==> config.mk <==
export PLATFORM = sky130hd
export DESIGN_NAME = palette_lut
export DESIGN_NICKNAME = d
export VERILOG_FILES = /design/src/rtl/palette_lut.sv
export SDC_FILE = /design/constraint.sdc
export NUM_CORES = 1
export LEC_CHECK = 0
export CAP_MARGIN = 10
export CORE_MARGIN = 2
export CORE_UTILIZATION = 50
export CTS_CLUSTER_DIAMETER = 100
export DETAILED_ROUTE_END_ITERATION = 8
export GPL_TIMING_DRIVEN = 0
export PLACE_DENSITY = 0.68
export SLEW_MARGIN = 20
export SYNTH_ARGS = -nofsm -noshare
export SYNTH_HDL_FRONTEND = slang
export SYNTH_SLANG_ARGS = --single-unit
==> constraint.sdc <==
create_clock -name Clk -period 2.9 [get_ports Clk]
set_input_delay 0.435 -clock Clk [delete_from_list [all_inputs] [get_ports Clk]]
set_output_delay 0.435 -clock Clk [all_outputs]
set_load 0.1 [all_outputs]
==> src/rtl/palette_lut.sv <==
// palette_lut: palette lookup with reset-time initialisation and optional fade.
//
// Storage is ENTRIES words of {R,G,B}. After Reset the controller walks every
// entry writing INIT_COLOR (one per clock); palette writes are refused until
// that walk completes. Lookups are a fixed two-stage pipeline that never stalls.
//
// Optional feature macro: PALETTE_LUT_FADE_EN
//   defined   -> fade FSM plus per-channel saturating attenuation in the
//                output stage
//   undefined -> fade ports exist but are ignored; fade_busy is 0 and the
//                output is the raw palette value
//
// Controller states
//   state      | meaning
//   -----------+---------------------------------------------------------
//   ST_INIT    | writing INIT_COLOR into entry cnt, writes refused
//   ST_RUN     | normal operation, palette writes accepted
//
// Fade states (PALETTE_LUT_FADE_EN only)
//   state      | meaning
//   -----------+---------------------------------------------------------
//   F_IDLE     | attenuation held, waiting for fade_start
//   F_FADING   | attenuation stepping toward 0 or full scale
module palette_lut #(
  parameter int                     INDEX_W     = 4,
  parameter int                     COLOR_W     = 4,
  parameter logic [3*COLOR_W-1:0]   INIT_COLOR  = 12'h18B,
  parameter int                     FADE_PERIOD = 4
) (
  input  logic                   Clk,
  input  logic                   Reset,
  input  logic                   pix_valid_in,
  input  logic [INDEX_W-1:0]     pix_index,
  output logic                   pix_valid_out,
  output logic [COLOR_W-1:0]     red,
  output logic [COLOR_W-1:0]     green,
  output logic [COLOR_W-1:0]     blue,
  input  logic                   wr_en,
  input  logic [INDEX_W-1:0]     wr_addr,
  input  logic [3*COLOR_W-1:0]   wr_data,
  output logic                   wr_ready,
  output logic                   init_busy,
  input  logic                   fade_start,
  input  logic                   fade_dir,
  output logic                   fade_busy
);

  localparam int ENTRIES = 2**INDEX_W;
  localparam int PIX_W   = 3*COLOR_W;

  localparam logic ST_INIT = 1'b0;
  localparam logic ST_RUN  = 1'b1;

  logic                 state;
  logic [INDEX_W-1:0]   cnt;
  logic [PIX_W-1:0]     mem [ENTRIES];

  logic                 s1_valid;
  logic [PIX_W-1:0]     s1_color;

  logic [COLOR_W-1:0]   raw_r;
  logic [COLOR_W-1:0]   raw_g;
  logic [COLOR_W-1:0]   raw_b;
  logic [COLOR_W-1:0]   adj_r;
  logic [COLOR_W-1:0]   adj_g;
  logic [COLOR_W-1:0]   adj_b;

  assign init_busy = (state == ST_INIT);
  assign wr_ready  = (state == ST_RUN);

  // Init controller: walk cnt over every entry once, then enter RUN.
  always_ff @(posedge Clk) begin
    if (Reset) begin
      state <= ST_INIT;
      cnt   <= '0;
    end else if (state == ST_INIT) begin
      cnt <= cnt + INDEX_W'(1);
      if (cnt == INDEX_W'(ENTRIES-1)) begin
        state <= ST_RUN;
      end
    end
  end

  // Palette storage: init walk has priority; user writes only land in RUN,
  // anything presented earlier is simply dropped.
  always_ff @(posedge Clk) begin
    if (!Reset) begin
      if (state == ST_INIT) begin
        mem[cnt] <= INIT_COLOR;
      end else if (wr_en) begin
        mem[wr_addr] <= wr_data;
      end
    end
  end

  // Lookup stage 1: read the entry (old data on a same-cycle write); lookups
  // issued during INIT carry black because the palette is not yet valid.
  always_ff @(posedge Clk) begin
    if (Reset) begin
      s1_valid <= 1'b0;
      s1_color <= '0;
    end else begin
      s1_valid <= pix_valid_in;
      s1_color <= (state == ST_RUN) ? mem[pix_index] : '0;
    end
  end

  assign raw_r = s1_color[3*COLOR_W-1:2*COLOR_W];
  assign raw_g = s1_color[2*COLOR_W-1:COLOR_W];
  assign raw_b = s1_color[COLOR_W-1:0];

`ifdef PALETTE_LUT_FADE_EN

  localparam logic F_IDLE   = 1'b0;
  localparam logic F_FADING = 1'b1;

  localparam int                 TICK_W    = (FADE_PERIOD > 1) ? $clog2(FADE_PERIOD) : 1;
  localparam logic [COLOR_W-1:0] ATTEN_MAX = '1;

  logic                 fstate;
  logic                 fdir;
  logic [TICK_W-1:0]    tick;
  logic [COLOR_W-1:0]   atten;
  logic [COLOR_W-1:0]   atten_target;
  logic [COLOR_W-1:0]   atten_step;

  assign atten_target = fdir ? ATTEN_MAX : '0;
  assign atten_step   = fdir ? (atten + COLOR_W'(1)) : (atten - COLOR_W'(1));
  assign fade_busy    = (fstate == F_FADING);

  // Fade FSM: atten moves one step every FADE_PERIOD clocks and the FSM
  // leaves FADING on the step that lands on the target. Starting a fade that
  // is already at its target costs one FADING cycle and changes nothing.
  always_ff @(posedge Clk) begin
    if (Reset) begin
      fstate <= F_IDLE;
      fdir   <= 1'b0;
      tick   <= '0;
      atten  <= '0;
    end else if (fstate == F_IDLE) begin
      if (fade_start) begin
        fstate <= F_FADING;
        fdir   <= fade_dir;
        tick   <= '0;
      end
    end else begin
      if (atten == atten_target) begin
        fstate <= F_IDLE;
      end else if (tick == TICK_W'(FADE_PERIOD-1)) begin
        tick  <= '0;
        atten <= atten_step;
        if (atten_step == atten_target) begin
          fstate <= F_IDLE;
        end
      end else begin
        tick <= tick + TICK_W'(1);
      end
    end
  end

  assign adj_r = (raw_r >= atten) ? (raw_r - atten) : '0;
  assign adj_g = (raw_g >= atten) ? (raw_g - atten) : '0;
  assign adj_b = (raw_b >= atten) ? (raw_b - atten) : '0;

`else

  localparam int unused_fade_period = FADE_PERIOD;

  logic unused_fade_in;

  assign unused_fade_in = fade_start ^ fade_dir;
  assign fade_busy      = 1'b0;

  assign adj_r = raw_r;
  assign adj_g = raw_g;
  assign adj_b = raw_b;

`endif

  // Lookup stage 2: registered outputs, colour forced to black when not valid.
  always_ff @(posedge Clk) begin
    if (Reset) begin
      pix_valid_out <= 1'b0;
      red           <= '0;
      green         <= '0;
      blue          <= '0;
    end else begin
      pix_valid_out <= s1_valid;
      red           <= s1_valid ? adj_r : '0;
      green         <= s1_valid ? adj_g : '0;
      blue          <= s1_valid ? adj_b : '0;
    end
  end

endmodule

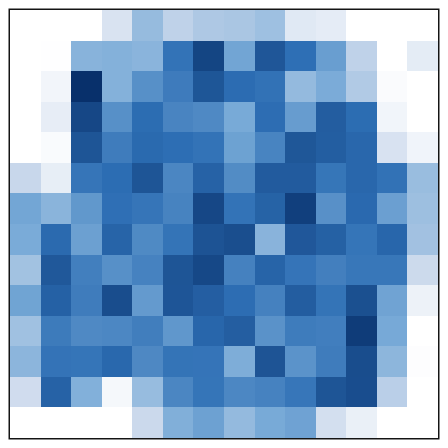
**Above:** run 1 (placement density heat map).
14 x 14 tiles, from white (low) to dark blue (high), 0 to 100% covered.
fullest tile: 100%
nearly empty tiles: 12%
densest ninth of the die: centre
final core occ: 58.8%
fp util: 50.6%

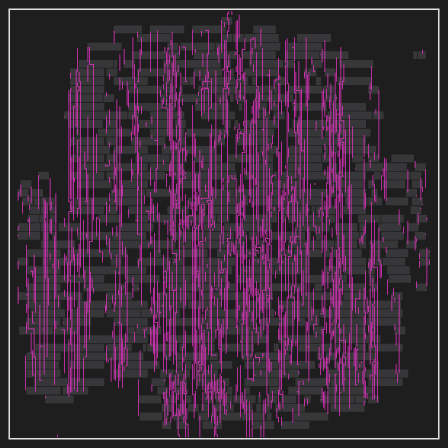
**Above:** run 1 (M2 wires).
Cells faint in the background.
longest straight run: 86.7 µm
nets with wire on the layer: 484
Routed WL: 17900 µm
grt met2 use: 32.9%

==> run notes, run 1 <==
fresh numbers from the pnr run: cycle use final=roughly nine tenths, H-tree level count=1, Flop area=approximately 6400 µm², DR vias/cell=5.55, Residual DRC=0, Power per Cell Area=between 600 and 700 nW/µm², Hold Buf Count CTS=0, area post-placement=9290 µm², Final Critical Period=approximately 2.7 ns, Top Family by Delay on Critical Path=buffers and inverters, crit path to=init_busy, leakage=between 3 and 4 nW, chip area=about 18000 µm², EDFF count, synth=approximately 190, GRT Overall Usage=roughly 20%, Main logic family=multiplexers, Final clock-cell share=slightly above 7%, root buf cell=clkbuf_16, status=completed, Die Y=approximately 140 µm, GR Util met3=3.48%, HP Class=flip-flop to flip-flop, DRT iter0 DRCs=approximately 280, design area=10000 µm², NumNets Final=slightly below 600, Num CTS Buffers=22, Gate power share=4.5%, comb_multi_in=around 250, Syn Nets=534, non-clk buf share=under 10%, Top FF cell, synth=edfxtp_1, Slew headroom=roughly 30%, Cells after DPL=769, NetSw=1.29 mW, clock network power=about 2.7 mW, Post-synth top cells=edfxtp_1 (192), mux2i_1 (78), a22oi_1 (37), dfxtp_1 (31), nor2_1 (21), yosys warns=0, yosys stat cell total=507, Worst setup EP type=output port, Buf+Inv Stages, Crit Path=3, clock network fraction of total power=between 40% and 50%, crit path from=wr_ready, Slowest Stage Delay on Critical Path=between 1 and 1.5 ns, logic share of the area=20.3%, Chip Area, Yosys=around 8600 µm², Layout area overhead=16.2%, clk latency late pin=around 0.50 ns, critical-path cell list=buf_2 -> inv_2 -> clkdlybuf4s50_1, ANT nets after route=0, Max Clock Freq=approximately 380 MHz, num sequential=approximately 220, clk slew on worst S/H paths=0.06 ns, Ant. Diodes=1, post-synth top area cell=edfxtp_1, Synth Instances=between 500 and 600, FF-to-FF End=mem[9][4], CP max FO=10, Final setup viols=0, area fraction in compound gates=4.51%, Top Layout Cells=edfxtp_1 (192), mux2i_1 (78), a22oi_1 (37), clkdlybuf4s50_1 (37), dfxtp_1 (31), Fin. Hold Viols=0, Cell Type Count=36, sequential logic power=3.48 mW, TritonRoute pass-1 iters=5, gr ovfl total=0, port bufs=37, pin count of the biggest net entering global routing=17
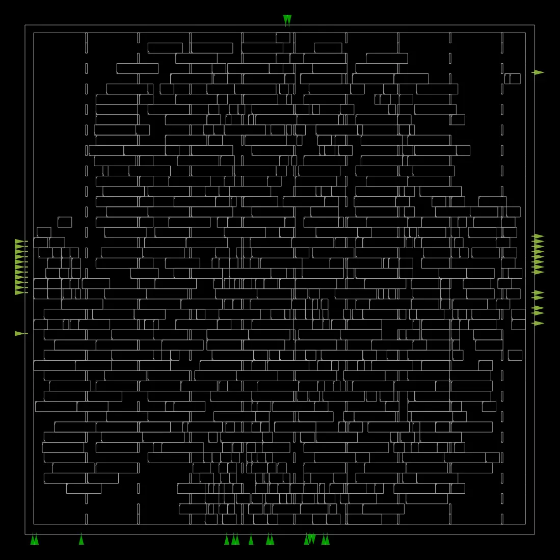
**Above:** run 1 (cell placement).
Rows: 48
tap cells: 225
Seq area share: 63.7%
core area: 17100 µm²
Fillers: 1295

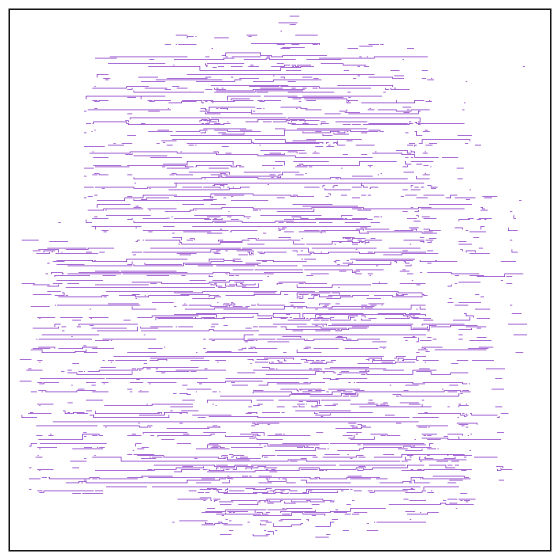
**Above:** run 1 (signal wires on met1).
wire length on this layer: 8060 µm
nets with wire on the layer: 552
main direction: horizontal
longest straight run: 91.5 µm
share of all routed wire: 45%
met1 usage: 29.3%
vias post-DR: 4491

[run 1: registers in the layout, indices dropped and copies added, names as in the netlist]
name / count
wr_ready: 1
cnt: 4
mem: 192
s1_color: 12
pix_valid_out: 1
green: 4
blue: 4
red: 4
s1_valid: 1
[run 1: routing by layer]
layer  vias up  part of all wire [%]
met3        29                   5.5
met2       140                    48
met1      2255                    45
li1       2067                     -
met5         -                     0
met4         0                   1.9
[run 1: stage by stage]
step,setup slack [ns],power [mW],setup TNS [ns]
final,0.240,6.52,0
after global routing,0.160,6.70,0
after CTS,0.222,6.55,0
after detailed placement,-0.254,3.84,-21.58
after global placement,-0.240,3.83,-25.43
after floorplan,0.189,3.74,0
**Run 1: sequential cells coloured by netlist name**

Other sequential cells in the stronger grey, the rest of the logic in the fainter grey.
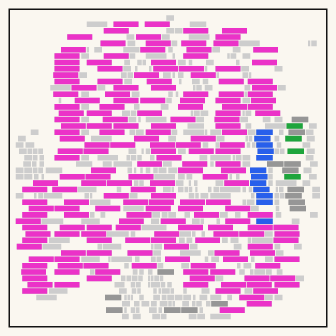

==> run 2, diff against run 1 <==
- SLEW_MARGIN: 20 -> default
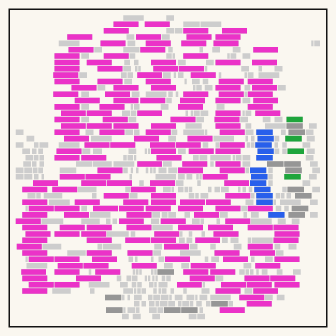
**Above:** run 2 (sequential cells coloured by netlist name).
Other sequential cells in the stronger grey, the rest of the logic in the fainter grey.
[`mem`] magenta | placed flops: 192 | where: all over the die
[`red`] green | placed flops: 4 | where: east
[`s1_color`] blue | placed flops: 12 | where: east
not coloured: 15
final core occ: 58.3%
Seq area share: 64.3%
Flop area: 6390 µm²

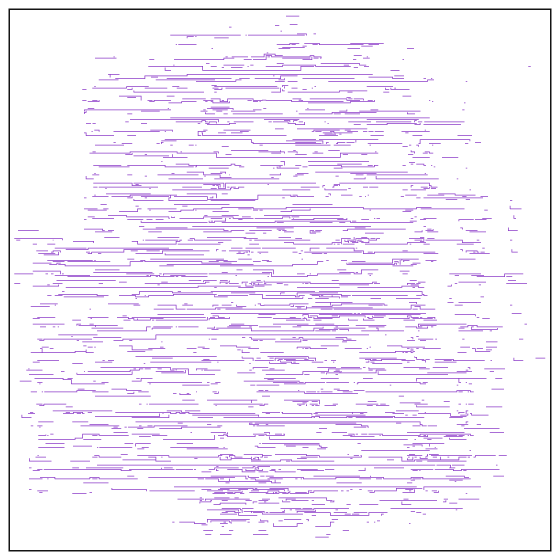
**Above:** run 2 (signal wires on met1).
nets with wire on the layer: 557
wire length on this layer: 7670 µm
longest straight run: 84.6 µm
vias post-DR: 4519
met1 usage: 28.3%

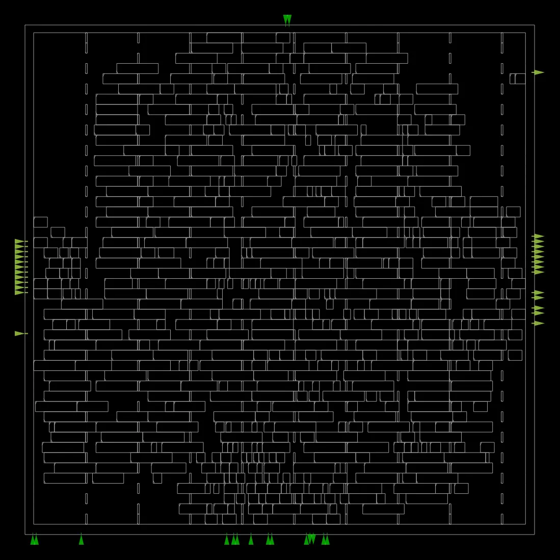
**Above:** run 2 (cell placement).
Layout Cells excl Fill: 809
num sequential: 223

==> run notes, run 2 <==
fresh numbers from the pnr run: status=completed (unchanged), Top Metal Used=met4 (unchanged), design area=9940 µm² (was 10000 µm²), NumNets Final=598 (was 595), Fillers=1319 (was 1295), Final clock-cell share=6.41% (was 7.05%), cycle use final=91.8% (was 91.7%), Synth Instances=507 (unchanged), GRT Overall Usage=20.3% (about the same), Power per Cell Area=638 nW/µm² (was 650 nW/µm²), Reg with most FFs=mem (unchanged), leakage=3.36 nW (was 3.39 nW), TritonRoute pass-1 iters=5 (unchanged), Main logic family=multiplexers (unchanged), root buf cell=clkbuf_16 (unchanged), Top Registers=mem: 192 flops, s1_color: 12 flops (unchanged), Max Root-Sink Buffers=3 (unchanged), Die Y=135 µm (unchanged), Cell Type Count=36 (unchanged), Post-synth top cells=edfxtp_1 (192), mux2i_1 (78), a22oi_1 (37), dfxtp_1 (31), nor2_1 (21) (unchanged), area post-placement=9280 µm² (was 9290 µm²), yosys stat cell total=507 (unchanged), Top Layout Cells=edfxtp_1 (192), mux2i_1 (78), a22oi_1 (37), clkdlybuf4s50_1 (37), dfxtp_1 (31) (unchanged), final worst slack=0.237 ns (was 0.240 ns), dpl ws=-0.276 ns (was -0.254 ns), WS Path Type=flip-flop to output port (unchanged), Buf+Inv Stages, Crit Path=3 (unchanged), max_cap viols=0 (unchanged), Fin. Hold Viols=0 (unchanged), HP Class=flip-flop to flip-flop (unchanged), crit path to=init_busy (unchanged), core area=17100 µm² (unchanged), Top Family by Delay on Critical Path=buffers and inverters (unchanged), setup TNS=0 ns (unchanged), DRT iter0 DRCs=332 (was 277), chip area=18300 µm² (unchanged), Final setup viols=0 (unchanged), non-clk buf share=6.23% (was 5.99%), critical-path cell list=buf_2 -> inv_2 -> clkdlybuf4s50_1 (unchanged), Top FF cell, synth=edfxtp_1 (unchanged), total power=6.34 mW (was 6.52 mW), WL met3=1430 µm (was 992 µm), CP max FO=10 (unchanged), Ant. Diodes=1 (unchanged), FF-to-FF End=mem[1][6] (was mem[9][4]), Rows=48 (unchanged), NetSw=1.29 mW (about the same), yosys warns=0 (unchanged), clk latency late pin=0.51 ns (was 0.50 ns), EDFF count, synth=192 (unchanged), Max Clock Freq=376 MHz (about the same), routed length on met2=8530 µm (about the same), ANT nets after route=0 (unchanged), gr ovfl total=0 (unchanged), Final Critical Period=2.66 ns (about the same), area fraction in compound gates=4.51% (unchanged), tap cells=225 (unchanged), Syn Nets=534 (unchanged), logic share of the area=20.1% (was 20.3%), Seq cells post-synth=223 (unchanged), crit path from=wr_ready (unchanged), comb_multi_in=253 (unchanged), Residual DRC=0 (unchanged), crit path max-delay cell type=clkdlybuf4s50_1 (unchanged), H-tree level count=1 (unchanged), Chip Area, Yosys=8620 µm² (unchanged), Gate power share=4.5% (about the same), Async SR Flop Fraction=0% (unchanged), r2r setup slk=0.39 ns (was 0.45 ns), port bufs=37 (unchanged), Routed WL=18000 µm (was 17900 µm), fp util=50.6% (unchanged), Worst setup EP type=output port (unchanged), GR Util met3=4.56% (was 3.48%), clock network fraction of total power=40.5% (was 42.0%), Hold Buf Count CTS=0 (unchanged), Layout area overhead=15.2% (was 16.2%), Post-CTS Repair Setup Buffers=0 (unchanged), Slowest Stage Delay on Critical Path=1.13 ns (about the same), Cells after DPL=769 (unchanged), grt met2 use=32.7% (was 32.9%), post-synth top area cell=edfxtp_1 (unchanged), DR vias/cell=5.59 (was 5.55), clk slew on worst S/H paths=0.06 ns (about the same)
-- run 2: cell counts after synthesis --
No cell type changed its count.
-- run 2: worst min path at each step --
stage / startpoint / endpoint / slack (ns)
after CTS: s1_color[8] / red[0] / 0.43
after floorplan: s1_color[0] / blue[0] / 0.41
after detailed placement: s1_color[8] / red[0] / 0.41
after global routing: s1_color[8] / red[0] / 0.44
final: s1_color[0] / blue[0] / 0.42
after global placement: s1_color[0] / blue[0] / 0.41
-- run 2: power by group through the flow --
stage                     Combinational (mW)  Sequential [mW]  Clock (mW)
final                                  0.288             3.48        2.57
after global routing                   0.308             3.49        2.73
after CTS                              0.287             3.49        2.60
after detailed placement               0.287             3.55           0
after global placement                 0.283             3.55           0
after floorplan                        0.184             3.55           0
Power is estimated from default activity; no workload was simulated.
